Fig. 1: run 1, metal layers overlaid
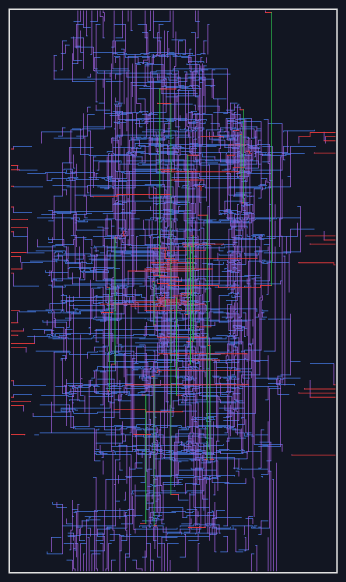
Fig. 2: run 1, the clock network
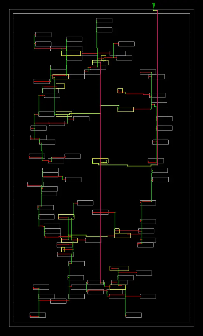
Fig. 3: run 1, pin placement
Pins as bars across the die edge, other pins in gray.
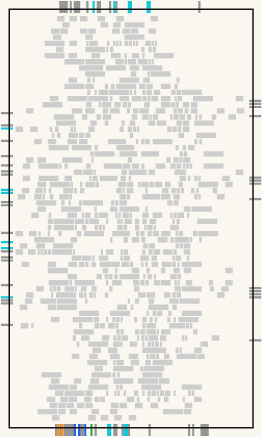
Fig. 4: run 1, selected gate families
Scale bar: 20 um.
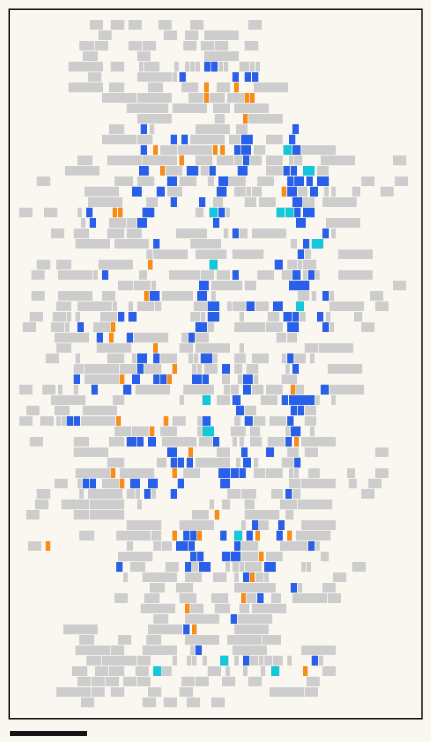
$ cat config.mk
export PLATFORM = sky130hd
export DESIGN_NAME = rf_exec_unit
export DESIGN_NICKNAME = d
export VERILOG_FILES = /design/src/rtl/rf_exec_unit.sv
export SDC_FILE = /design/constraint.sdc
export NUM_CORES = 1
export LEC_CHECK = 0
export CORE_ASPECT_RATIO = 1.75
export CORE_MARGIN = 2
export CORE_UTILIZATION = 30
export DETAILED_ROUTE_END_ITERATION = 8
export GPL_ROUTABILITY_DRIVEN = 0
export HOLD_SLACK_MARGIN = 0.1
export PLACE_DENSITY_LB_ADDON = 0.2
export SKIP_LAST_GASP = 1
export SYNTH_ARGS = -nofsm -noshare
export SYNTH_HDL_FRONTEND = slang
export SYNTH_SLANG_ARGS = --single-unit
$ cat constraint.sdc
create_clock -name Clock -period 4 [get_ports Clock]
set_clock_uncertainty 0.05 [all_clocks]
set_input_delay 1.2 -clock Clock [delete_from_list [all_inputs] [get_ports Clock]]
set_output_delay 1.2 -clock Clock [all_outputs]
set_load 0.03 [all_outputs]
$ cat src/rtl/rf_exec_unit.sv
// rf_exec_unit: multi-cycle sequencer in front of a 4x16 register file.
// Accepts one instruction over Instr_Valid/Instr_Ready, reads operands through
// the register file's two read ports, computes a result and writes it back.
// Optional feature macro: RF_EXEC_MUL_EN builds the 16-step shift-add multiplier;
// without it opcode 111 raises Error in EXEC and returns to IDLE without a write.
module rf_exec_unit #(
   parameter int unsigned WIDTH  = 16,
   parameter int unsigned ADDR_W = 2
) (
   input  logic              Clock,
   input  logic              Reset,
   input  logic              Instr_Valid,
   output logic              Instr_Ready,
   input  logic [2:0]        Opcode,
   input  logic [ADDR_W-1:0] Dest,
   input  logic [ADDR_W-1:0] Src1,
   input  logic [ADDR_W-1:0] Src2,
   input  logic [WIDTH-1:0]  Immediate,
   output logic [ADDR_W-1:0] Read_Address1,
   output logic [ADDR_W-1:0] Read_Address2,
   input  logic [WIDTH-1:0]  Read_Data1,
   input  logic [WIDTH-1:0]  Read_Data2,
   output logic              Write_Enable,
   output logic [ADDR_W-1:0] Write_Address,
   output logic [WIDTH-1:0]  Write_Data,
   output logic              Done,
   output logic              Error,
   output logic              Zero
);

   typedef enum logic [2:0] {
      OP_ADD = 3'b000,
      OP_SUB = 3'b001,
      OP_AND = 3'b010,
      OP_OR  = 3'b011,
      OP_XOR = 3'b100,
      OP_SHL = 3'b101,
      OP_LDI = 3'b110,
      OP_MUL = 3'b111
   } op_e;

   typedef enum logic [2:0] {
      IDLE,
      READ,
      EXEC,
`ifdef RF_EXEC_MUL_EN
      MUL,
`endif
      WB
   } state_e;

   state_e            state_q, state_d;
   op_e               op_q, op_d;
   logic [ADDR_W-1:0] dest_q, dest_d;
   logic [ADDR_W-1:0] src1_q, src1_d;
   logic [ADDR_W-1:0] src2_q, src2_d;
   logic [WIDTH-1:0]  imm_q, imm_d;
   logic [WIDTH-1:0]  a_q, a_d;
   logic [WIDTH-1:0]  b_q, b_d;
   logic [WIDTH-1:0]  r_q, r_d;
   logic              zero_q, zero_d;

`ifdef RF_EXEC_MUL_EN
   localparam int unsigned CNT_W = $clog2(WIDTH);
   logic [WIDTH-1:0]  prod_q, prod_d;
   logic [WIDTH-1:0]  mcand_q, mcand_d;
   logic [WIDTH-1:0]  mplier_q, mplier_d;
   logic [CNT_W-1:0]  cnt_q, cnt_d;
`endif

   assign Read_Address1 = src1_q;
   assign Read_Address2 = src2_q;
   assign Write_Address = dest_q;
   assign Write_Data    = r_q;
   assign Zero          = zero_q;

   // Next-state, datapath updates and per-state strobes
   always_comb begin
      state_d      = state_q;
      op_d         = op_q;
      dest_d       = dest_q;
      src1_d       = src1_q;
      src2_d       = src2_q;
      imm_d        = imm_q;
      a_d          = a_q;
      b_d          = b_q;
      r_d          = r_q;
      zero_d       = zero_q;
`ifdef RF_EXEC_MUL_EN
      prod_d       = prod_q;
      mcand_d      = mcand_q;
      mplier_d     = mplier_q;
      cnt_d        = cnt_q;
`endif
      Instr_Ready  = 1'b0;
      Write_Enable = 1'b0;
      Done         = 1'b0;
      Error        = 1'b0;

      case (state_q)
         IDLE: begin
            Instr_Ready = 1'b1;
            if (Instr_Valid) begin
               op_d    = op_e'(Opcode);
               dest_d  = Dest;
               src1_d  = Src1;
               src2_d  = Src2;
               imm_d   = Immediate;
               state_d = READ;
            end
         end
         READ: begin
            a_d     = Read_Data1;
            b_d     = Read_Data2;
            state_d = EXEC;
         end
         EXEC: begin
            state_d = WB;
            case (op_q)
               OP_ADD: r_d = a_q + b_q;
               OP_SUB: r_d = a_q - b_q;
               OP_AND: r_d = a_q & b_q;
               OP_OR:  r_d = a_q | b_q;
               OP_XOR: r_d = a_q ^ b_q;
               OP_SHL: r_d = a_q << b_q[3:0];
               OP_LDI: r_d = imm_q;
               OP_MUL: begin
`ifdef RF_EXEC_MUL_EN
                  prod_d   = '0;
                  mcand_d  = a_q;
                  mplier_d = b_q;
                  cnt_d    = '0;
                  state_d  = MUL;
`else
                  Error   = 1'b1;
                  state_d = IDLE;
`endif
               end
            endcase
         end
`ifdef RF_EXEC_MUL_EN
         MUL: begin
            prod_d   = mplier_q[0] ? (prod_q + mcand_q) : prod_q;
            mcand_d  = mcand_q << 1;
            mplier_d = mplier_q >> 1;
            cnt_d    = cnt_q + 1'b1;
            // final step hands the completed product straight to R
            if (cnt_q == CNT_W'(WIDTH - 1)) begin
               r_d     = prod_d;
               state_d = WB;
            end
         end
`endif
         WB: begin
            Write_Enable = 1'b1;
            Done         = 1'b1;
            zero_d       = (r_q == '0);
            state_d      = IDLE;
         end
         default: state_d = IDLE;
      endcase
   end

   // State and datapath registers, cleared asynchronously by Reset
   always_ff @(posedge Clock or posedge Reset) begin
      if (Reset) begin
         state_q  <= IDLE;
         op_q     <= OP_ADD;
         dest_q   <= '0;
         src1_q   <= '0;
         src2_q   <= '0;
         imm_q    <= '0;
         a_q      <= '0;
         b_q      <= '0;
         r_q      <= '0;
         zero_q   <= 1'b0;
`ifdef RF_EXEC_MUL_EN
         prod_q   <= '0;
         mcand_q  <= '0;
         mplier_q <= '0;
         cnt_q    <= '0;
`endif
      end else begin
         state_q  <= state_d;
         op_q     <= op_d;
         dest_q   <= dest_d;
         src1_q   <= src1_d;
         src2_q   <= src2_d;
         imm_q    <= imm_d;
         a_q      <= a_d;
         b_q      <= b_d;
         r_q      <= r_d;
         zero_q   <= zero_d;
`ifdef RF_EXEC_MUL_EN
         prod_q   <= prod_d;
         mcand_q  <= mcand_d;
         mplier_q <= mplier_d;
         cnt_q    <= cnt_d;
`endif
      end
   end

endmodule
==> deck_impl_summary.md, run 1 <==
Physical Implementation Snapshot

Drt
  • DR WL/cell: 18.7 um
  • Met3 routed WL: 752 um
  • Antenna Nets Post-Route: 0
  • DR WL met2: 8970 um
  • DR pass1 iterations: 5
  • Via count: 4917
  • Routed met1 length: 6810 um
  • Final wirelength: 17300 um
  • Iteration-0 DRC Markers: 388

Global route
  • Initial antenna violation count: 0
  • First-pass GRT wire length: 27100 um
  • Grt total ovfl: 0

Setup path
  • Critical path cell sequence: nor3_1 -> nand4_1 -> nand2_1 -> xnor2_1 -> ha_1 -> a21o_1 -> a31oi_1 -> a21boi_0 -> or3b_1 -> a31oi_1
  • CP startpoint: b_q[2]$_DFFE_PP0N_
  • Worst reg-to-reg path cell count: 10
  • Cell family with most CP delay: simple AND/OR/NAND/NOR gates
  • Slack of the worst reg-to-reg path: 0.50 ns
  • Crit. End Element: flip-flop
  • Worst reg2reg endpoint: Write_Data[11]$_DFFE_PP0P_
  • Worst EP required: 4.21 ns
  • Most used cell, CP: a31oi_1
  • Slowest CP cell: dfrtp_1
  • Critical R2R Launch: b_q[2]$_DFFE_PP0N_
  • Setup Crit Path Kind: reg2reg

Synthesis
  • Flops after synth: 76
  • Post-Syn Area: 0.00560 mm2
  • Post-synth EDFFs: 0
  • AND-OR/OR-AND Cells, Area Fraction: 19.4%
  • Unique masters post-synth: 61
  • MUX area fraction: 13.5%
  • Post-Syn Area per Cell: 9.15 um2
  • Synth Net Count: 722
  • XOR/XNOR Fraction of Synth Area: 3.91%
  • Tally of yosys warning messages: 0
  • List of most frequent post-synthesis cells: dfrtp_1, nand2_1, o21ai_0
  • Async set or reset register ratio after synthesis: 100%
  • Top cell area share: 34.0%
  • Post-synthesis cell count: 612
  • Simple-gate share of the synthesized area: 12.3%
  • Yosys adder share: 11.3%
  • Cell area leaders: dfrtp_1, ha_1, mux2_2, o21ai_0, nand2_1
  • Synth Seq Share: 34.0%
  • Synth top cell by count: dfrtp_1

Floorplanning
  • Chip area: 0.0198 mm2
  • Fp util: 30.4%
  • Core region area: 0.0184 mm2
  • IO Pins: 87
  • DIE HEIGHT: 185 um
  • Core Rows: 66

Timing
  • Worst hold slack: 0.429 ns
  • Tmin final: 3.50 ns
  • Max transition margin: 27.9%
  • Max Freq: 0.286 GHz
  • Final Hold Vio Count: 0
  • Max Slew Vio Count: 0
  • Unrepaired setup endpoints after global routing: no
  • Setup TNS: 0 ns

Outcome
  • Outcome: finished clean

Layout
  • Layout cell share with drive strength beyond 1: 11.7%
  • Area grow syn2layout: 25.7%
  • Total Nets Final: 795
  • Top cells excl fill/tap: clkdlybuf4s50_1, dfrtp_1, nand2_1, o21ai_0, ha_1
  • # diodes: 0

Clock network
  • Clk buf depth: 2
  • Clk Tree Root Cell: clkbuf_16
  • CTS tree: done
  • Clock slew at the register clock pins of the worst setup and hold paths: 0.06 ns
  • Post-CTS setup buffers: 0

Placed design
  • Buffers on Ports: 86
  • Post-DP Area: 0.00672 mm2
  • DPL Wire Length: 13600 um

Job
  • Max-Cap Viols: 0
About Fig. 1:
metal 2: marked purple, wire length 8970 um. metal 1: marked blue, wire length 6810 um. metal 3: marked red, wire length 753 um. metal 4: marked green, wire length 782 um.

About Fig. 2:
clkbuf count: 10
clock sink count: 76

About Fig. 3:
`Instr_Valid`: marked green, pins 1, direction input, edge south. `Opcode`: marked blue, pins 3, direction input, edge south. `Read_Data1`: marked cyan, pins 16, direction input, edge 6 north, 6 west, 4 south. `Dest`: marked orange, pins 2, direction input, edge south.

About Fig. 4:
inverting AOI/OAI gates: marked blue, cells 159, most used o21ai_0. inverters: marked orange, cells 43, most used inv_1. AND and OR gates: marked cyan, cells 14, most used or2_2.

## run 1: cell families after synthesis
| logic type | after synthesis |
|---|---|
| AND-OR/OR-AND | 173 |
| XOR/XNOR | 25 |
| adder cells (fa/ha/maj) | 50 |
| buffers and inverters | 79 |
| flip-flops | 76 |
| multiplexers | 60 |
| AND/OR/NAND/NOR | 149 |
## run 1: layout make-up
type	instances	area (um2)
tap	238	298
sequential	76	1900
clock inverter	6	87.6
timing repair buffer	98	963
clock buffer	10	239
inverter	43	161
multi-input combinational	457	3390
fill	1854	11400
## run 1: state kept, by name, summed over array words and instances, names as in the netlist
| register | flops |
|---|---|
| Write_Address | 2 |
| Read_Address1 | 2 |
| imm_q | 16 |
| a_q | 16 |
| b_q | 16 |
| op_q | 3 |
| Zero | 1 |
| Read_Address2 | 2 |
| Write_Data | 16 |
| state_q | 2 |
## run 1: worst register-to-register path, stage by stage, from the launching register on
cell and delay (ns):
dfrtp_1 0.57, nor3_1 0.55, nand4_1 0.34, nand2_1 0.17
xnor2_1 0.13, ha_1 0.34, a21o_1 0.21, a31oi_1 0.32
a21boi_0 0.18, or3b_1 0.37, a31oi_1 0.18
## run 1: stage by stage
step	utilization, %	cells	setup WS (ns)
2_1_floorplan	-	612	0.664
3_3_place_gp	36.5	912	0.663
3_5_place_dp	36.5	912	0.581
4_1_cts	38.2	928	0.560
5_1_grt	38.2	928	0.229
6_report	38.2	928	0.503
## run 1: per-layer routing
layer	GRT usage, %	vias up
met5	0	-
met4	9.82	0
met3	2.62	40
met2	31.7	163
met1	20.4	2371
li1	-	2343
==> run 1 -> run 2 <==
--- a/config.mk
+++ b/config.mk
@@ -5,6 +5,7 @@
 export SDC_FILE = /design/constraint.sdc
 export NUM_CORES = 1
 export LEC_CHECK = 0
+export ABC_AREA = 0
 export CORE_ASPECT_RATIO = 1.75
 export CORE_MARGIN = 2
 export CORE_UTILIZATION = 30
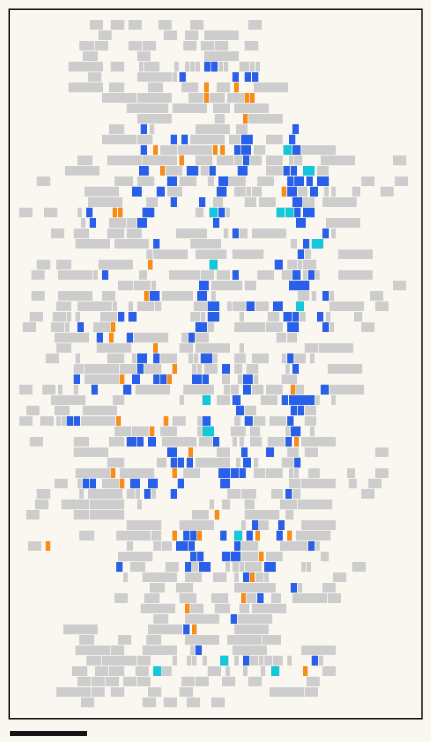
Fig. 5. Selected gate families (run 2).
Scale bar: 20 um.
inverters: marked orange, cells 43, most used inv_1. inverting AOI/OAI gates: marked blue, cells 159, most used o21ai_0. AND and OR gates: marked cyan, cells 14, most used or2_2.

==> run 2 against run 1 <==
  * First-iteration DRC count stayed put
  * Count of clock-buffer cells in the layout stayed put
  * Register-to-register slack hardly changed
  * Sequential share of layout area stayed put
  * Critical path type unchanged
  * Critical endpoint unchanged
==> deck_impl_summary.md, run 2 <==
Physical Implementation Snapshot

Outcome
  • Outcome: finished clean (unchanged)

Timing
  • Max Freq: 0.286 GHz (unchanged)
  • Setup TNS: 0 ns (unchanged)
  • Final Hold Vio Count: 0 (unchanged)
  • Tmin final: 3.50 ns (unchanged)
  • Max transition margin: 27.9% (unchanged)
  • Unrepaired setup endpoints after global routing: no (unchanged)

Placed design
  • Placed cells: 912 (unchanged)
  • DPL Wire Length: 13600 um (unchanged)

Synthesis
  • Post-Syn Area: 0.00560 mm2 (unchanged)
  • Top cell area share: 34.0% (unchanged)
  • Post-synthesis cell count: 612 (unchanged)
  • Synth Seq Share: 34.0% (unchanged)
  • Tally of yosys warning messages: 0 (unchanged)
  • Flops after synth: 76 (unchanged)

Layout
  • Total Nets Final: 795 (unchanged)
  • Combinational share of cell area: 48.2% (unchanged)
  • Leading cell kind: logic gates (unchanged)
  • Clkbuf count: 10 (unchanged)
  • Seq/total area: 27.0% (unchanged)
  • Logic area: 0.00339 mm2 (unchanged)
  • Registers: 76 (unchanged)
  • Register area: 0.00190 mm2 (unchanged)
  • Inverter count: 43 (unchanged)
  • Comb_multi_in: 457 (unchanged)
  • Filler Cells Inserted: 1854 (unchanged)

Drt
  • Final wirelength: 17300 um (unchanged)
  • Iteration-0 DRC Markers: 388 (unchanged)
  • DR WL/cell: 18.7 um (unchanged)
  • DR pass1 iterations: 5 (unchanged)
  • Via count: 4917 (unchanged)

Setup path
  • CP startpoint: b_q[2]$_DFFE_PP0N_ (unchanged)
  • Setup Crit Path Kind: reg2reg (unchanged)
  • Critical path cell sequence: nor3_1 -> nand4_1 -> nand2_1 -> xnor2_1 -> ha_1 -> a21o_1 -> a31oi_1 -> a21boi_0 -> or3b_1 -> a31oi_1 (unchanged)
  • Worst EP required: 4.21 ns (about the same)
  • Crit. End Element: flip-flop (unchanged)

Clock network
  • Clock sink count: 76 (unchanged)
  • Clk buf depth: 2 (unchanged)
  • CTS tree: done (unchanged)
  • Clk Tree Root Cell: clkbuf_16 (unchanged)

Floorplanning
  • TAP cells: 238 (unchanged)
  • DIE HEIGHT: 185 um (unchanged)
  • Core Rows: 66 (unchanged)
  • Core region area: 0.0184 mm2 (unchanged)

Global route
  • First-pass GRT wire length: 27100 um (unchanged)
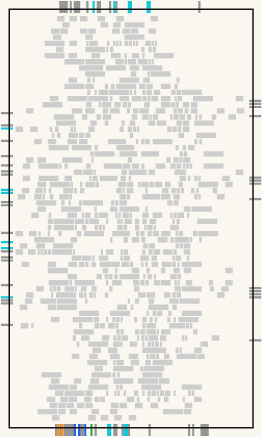
Fig. 6. Pin placement (run 2).
Pins as bars across the die edge, other pins in gray.
`Instr_Valid`: marked green, pins 1, direction input, edge south. `Read_Data1`: marked cyan, pins 16, direction input, edge 6 north, 6 west, 4 south. `Opcode`: marked blue, pins 3, direction input, edge south. `Dest`: marked orange, pins 2, direction input, edge south.

==> run 2: cell counts in the layout (fill, tap and decap cells not counted) <==
Identical to the previous run, type by type.
==> run 2: path summary, 6_finish.rpt <==
kind	endpoint	slack (ns)	cells past startpoint
setup reg to reg	Write_Data[11]$_DFFE_PP0P_	0.50	10
setup / recovery	Write_Data[11]$_DFFE_PP0P_	0.50	10
hold reg to reg	Zero$_DFFE_PP0P_	0.43	2
min in group asynchronous	b_q[3]$_DFFE_PP0N_	1.30	2
max in group asynchronous	Read_Address1[0]$_DFFE_PP0P_	1.91	3
hold / removal	Zero$_DFFE_PP0P_	0.43	2
==> run 2: cells by family after synthesis <==
| group | after synthesis | share of synthesized area [%] |
|---|---|---|
| AND-OR/OR-AND | 173 | 19.4 |
| AND/OR/NAND/NOR | 149 | 12.3 |
| buffers and inverters | 79 | 5.65 |
| flip-flops | 76 | 34.0 |
| multiplexers | 60 | 13.5 |
| adder cells (fa/ha/maj) | 50 | 11.3 |
| XOR/XNOR | 25 | 3.91 |
==> run 2: through the flow <==
step,setup slack [ns],cell area (um2),hold slack [ns]
2_1_floorplan,0.664,5600,0.425
3_3_place_gp,0.663,6720,0.417
3_5_place_dp,0.581,6720,0.424
4_1_cts,0.560,7040,0.437
5_1_grt,0.229,7040,0.466
6_report,0.503,7040,0.429
==> run 2: per-layer routing <==
layer  track usage [%]  up-vias  share of wire, %
met3              2.62       40               4.3
met4              9.82        0               4.5
met5                 0        -                 0
li1                  -     2343                 -
met2              31.7      163                52
met1              20.4     2371                39
Fig. 7: run 2, metal layers overlaid
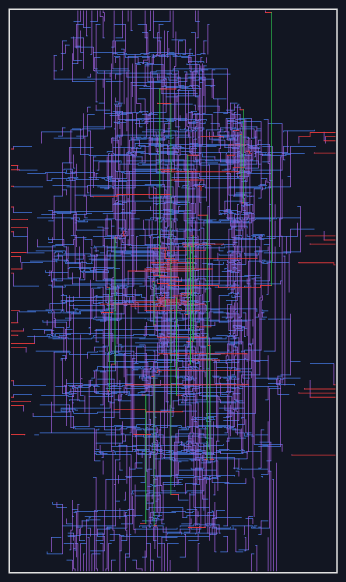

==> run 2 -> run 3 <==
--- a/config.mk
+++ b/config.mk
@@ -12,7 +12,7 @@
 export DETAILED_ROUTE_END_ITERATION = 8
 export GPL_ROUTABILITY_DRIVEN = 0
 export HOLD_SLACK_MARGIN = 0.1
-export PLACE_DENSITY_LB_ADDON = 0.2
+export PLACE_DENSITY = 0.48
 export SKIP_LAST_GASP = 1
 export SYNTH_ARGS = -nofsm -noshare
 export SYNTH_HDL_FRONTEND = slang
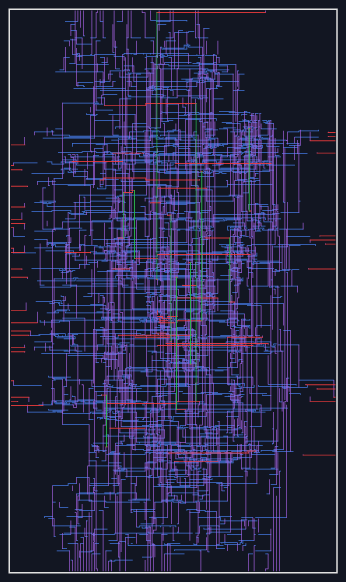
Fig. 8. Metal layers overlaid (run 3).
metal 1: marked blue, wire length 6990 um. metal 4: marked green, wire length 456 um. metal 3: marked red, wire length 670 um. metal 2: marked purple, wire length 9230 um.
via count: 4842
final wirelength: 17300 um
DR WL/cell: 18.7 um
gr usage total: 18.1%

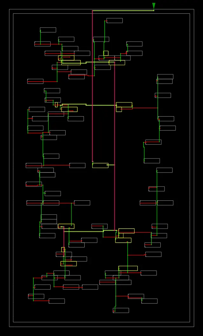
Fig. 9. The clock network (run 3).
Clock Latency Late Sink: 0.35 ns
TritonCTS buffer count: 9
registers: 76

==> run 3 against run 2 <==
  * Critical path type unchanged
  * Critical endpoint unchanged
  * Routed wire length is 0.14% higher
  * Flip-flop count is the same
  * Worst setup slack improved by 0.0067 ns
  * Non-clock buffer count grew 1
  * Critical path depth did not move
  * Synthesized area unchanged
==> deck_impl_summary.md, run 3 <==
Physical Implementation Snapshot

Outcome
  • Outcome: finished clean (unchanged)

Drt
  • DR WL met2: 9230 um (was 8970 um)
  • Met3 routed WL: 669 um (was 752 um)
  • Max layer used: met4 (unchanged)
  • Routed met1 length: 6990 um (was 6810 um)
  • Antenna Nets Post-Route: 0 (unchanged)
  • DR pass1 iterations: 5 (unchanged)
  • Iteration-0 DRC Markers: 382 (was 388)

Setup path
  • Crit. End Element: flip-flop (unchanged)
  • Cell family with most CP delay: AND-OR/OR-AND gates (was simple AND/OR/NAND/NOR gates)
  • Slack of the worst reg-to-reg path: 0.51 ns (was 0.50 ns)
  • Most used cell, CP: a31oi_1 (unchanged)
  • Critical path cell sequence: inv_1 -> a31oi_1 -> xnor2_1 -> ha_1 -> nand2_1 -> a211oi_1 -> o2111ai_1 -> nand3b_1 -> or3b_1 -> a31oi_1 (was nor3_1 -> nand4_1 -> nand2_1 -> xnor2_1 -> ha_1 -> a21o_1 -> a31oi_1 -> a21boi_0 -> or3b_1 -> a31oi_1)
  • Critical R2R Launch: b_q[3]$_DFFE_PP0N_ (was b_q[2]$_DFFE_PP0N_)
  • Setup crit end: Write_Data[11]$_DFFE_PP0P_ (unchanged)
  • Worst reg-to-reg path cell count: 10 (unchanged)
  • Setup Crit Path Kind: reg2reg (unchanged)
  • Worst reg2reg endpoint: Write_Data[11]$_DFFE_PP0P_ (unchanged)
  • Worst EP required: 4.22 ns (was 4.21 ns)
  • Worst path depth: 10 (unchanged)
  • CP startpoint: b_q[3]$_DFFE_PP0N_ (was b_q[2]$_DFFE_PP0N_)

Global route
  • Met3 Track Usage GR: 2.55% (was 2.62%)
  • Initial antenna violation count: 0 (unchanged)
  • Grt total ovfl: 0 (unchanged)
  • Met2 Use GR: 32.6% (was 31.7%)
  • GR Layer Usage met1: 21.6% (was 20.4%)

Layout
  • Total Nets Final: 796 (was 795)
  • Layout cell share with drive strength beyond 1: 11.7% (about the same)
  • Non-Filler Instances: 929 (was 928)
  • Top cells excl fill/tap: clkdlybuf4s50_1, dfrtp_1, nand2_1, o21ai_0, ha_1 (unchanged)
  • Filler Cells Inserted: 1865 (was 1854)
  • Post-layout util: 38.2% (about the same)
  • Final instance area: 0.00704 mm2 (about the same)

Timing
  • Final Hold Vio Count: 0 (unchanged)
  • Setup WS post-layout: 0.510 ns (was 0.503 ns)
  • Max transition margin: 28.3% (was 27.9%)
  • Tmin final: 3.49 ns (was 3.50 ns)
  • Setup TNS: 0 ns (unchanged)
  • Max Slew Vio Count: 0 (unchanged)

Synthesis
  • Post-synth EDFFs: 0 (unchanged)
  • Flops after synth: 76 (unchanged)
  • Synth Net Count: 722 (unchanged)
  • Cell area leaders: dfrtp_1, ha_1, mux2_2, o21ai_0, nand2_1 (unchanged)
  • Post-Syn Area: 0.00560 mm2 (unchanged)
  • Post-Syn Area per Cell: 9.15 um2 (unchanged)
  • List of most frequent post-synthesis cells: dfrtp_1, nand2_1, o21ai_0 (unchanged)
  • Unique masters post-synth: 61 (unchanged)
  • Top cell area share: 34.0% (unchanged)

Placed design
  • Worst slack at placement: 0.593 ns (was 0.581 ns)
  • Buffers on Ports: 86 (unchanged)
  • Post-DP Area: 0.00672 mm2 (about the same)
  • Placed cells: 913 (was 912)

Clock network
  • Clk Tree Root Cell: clkbuf_16 (unchanged)
  • Clock slew at the register clock pins of the worst setup and hold paths: 0.06 ns (about the same)
  • Post-CTS setup buffers: 0 (unchanged)
  • Clk buf depth: 2 (unchanged)
  • CTS tree: done (unchanged)

Floorplanning
  • DIE HEIGHT: 185 um (unchanged)
  • Fp util: 30.4% (unchanged)
  • Core region area: 0.0184 mm2 (unchanged)

Job
  • Max-Cap Viols: 0 (unchanged)
-- run 3: cell counts after synthesis --
No cell type changed its count.
-- run 3: layout make-up --
type / instances / area (um2) / share of cell area, %
Clock inverter: 6 / 88.8 / 1.26
Multi-Input combinational cell: 457 / 3390 / 48.2
Sequential cell: 76 / 1900 / 27.0
Timing Repair Buffer: 99 / 971 / 13.8
Inverter: 43 / 161 / 2.29
Clock buffer: 10 / 229 / 3.25
Tap cell: 238 / 298 / 4.23
-- run 3: cell families (layout without fill, tap and decap cells) --
| family | Yosys count | count (layout) | synth area share, % |
|---|---|---|---|
| compound gates | 173 | 173 | 19.4 |
| xor+xnor | 25 | 25 | 3.91 |
| flops | 76 | 76 | 34.0 |
| mux | 60 | 60 | 13.5 |
| fa+ha+maj | 50 | 50 | 11.3 |
| buf+inv | 79 | 158 | 5.65 |
| simple gates | 149 | 149 | 12.3 |
-- run 3: how the worst min path moves through the flow --
| stage | startpoint | to | cells past startpoint |
|---|---|---|---|
| 2_1_floorplan | imm_q[0]$_DFFE_PP0P_ | imm_q[0]$_DFFE_PP0P_ | 1 |
| 4_1_cts | Zero$_DFFE_PP0P_ | Zero$_DFFE_PP0P_ | 2 |
| 3_5_place_dp | Zero$_DFFE_PP0P_ | Zero$_DFFE_PP0P_ | 2 |
| 5_1_grt | imm_q[13]$_DFFE_PP0P_ | imm_q[13]$_DFFE_PP0P_ | 1 |
| 6_report | Zero$_DFFE_PP0P_ | Zero$_DFFE_PP0P_ | 2 |
| 3_3_place_gp | Zero$_DFFE_PP0P_ | Zero$_DFFE_PP0P_ | 2 |
-- run 3: per-stage QoR --
step                hold slack (ns)
floorplan                     0.425
global placement              0.417
detailed placement            0.438
CTS                           0.452
global route                  0.475
finish                        0.441
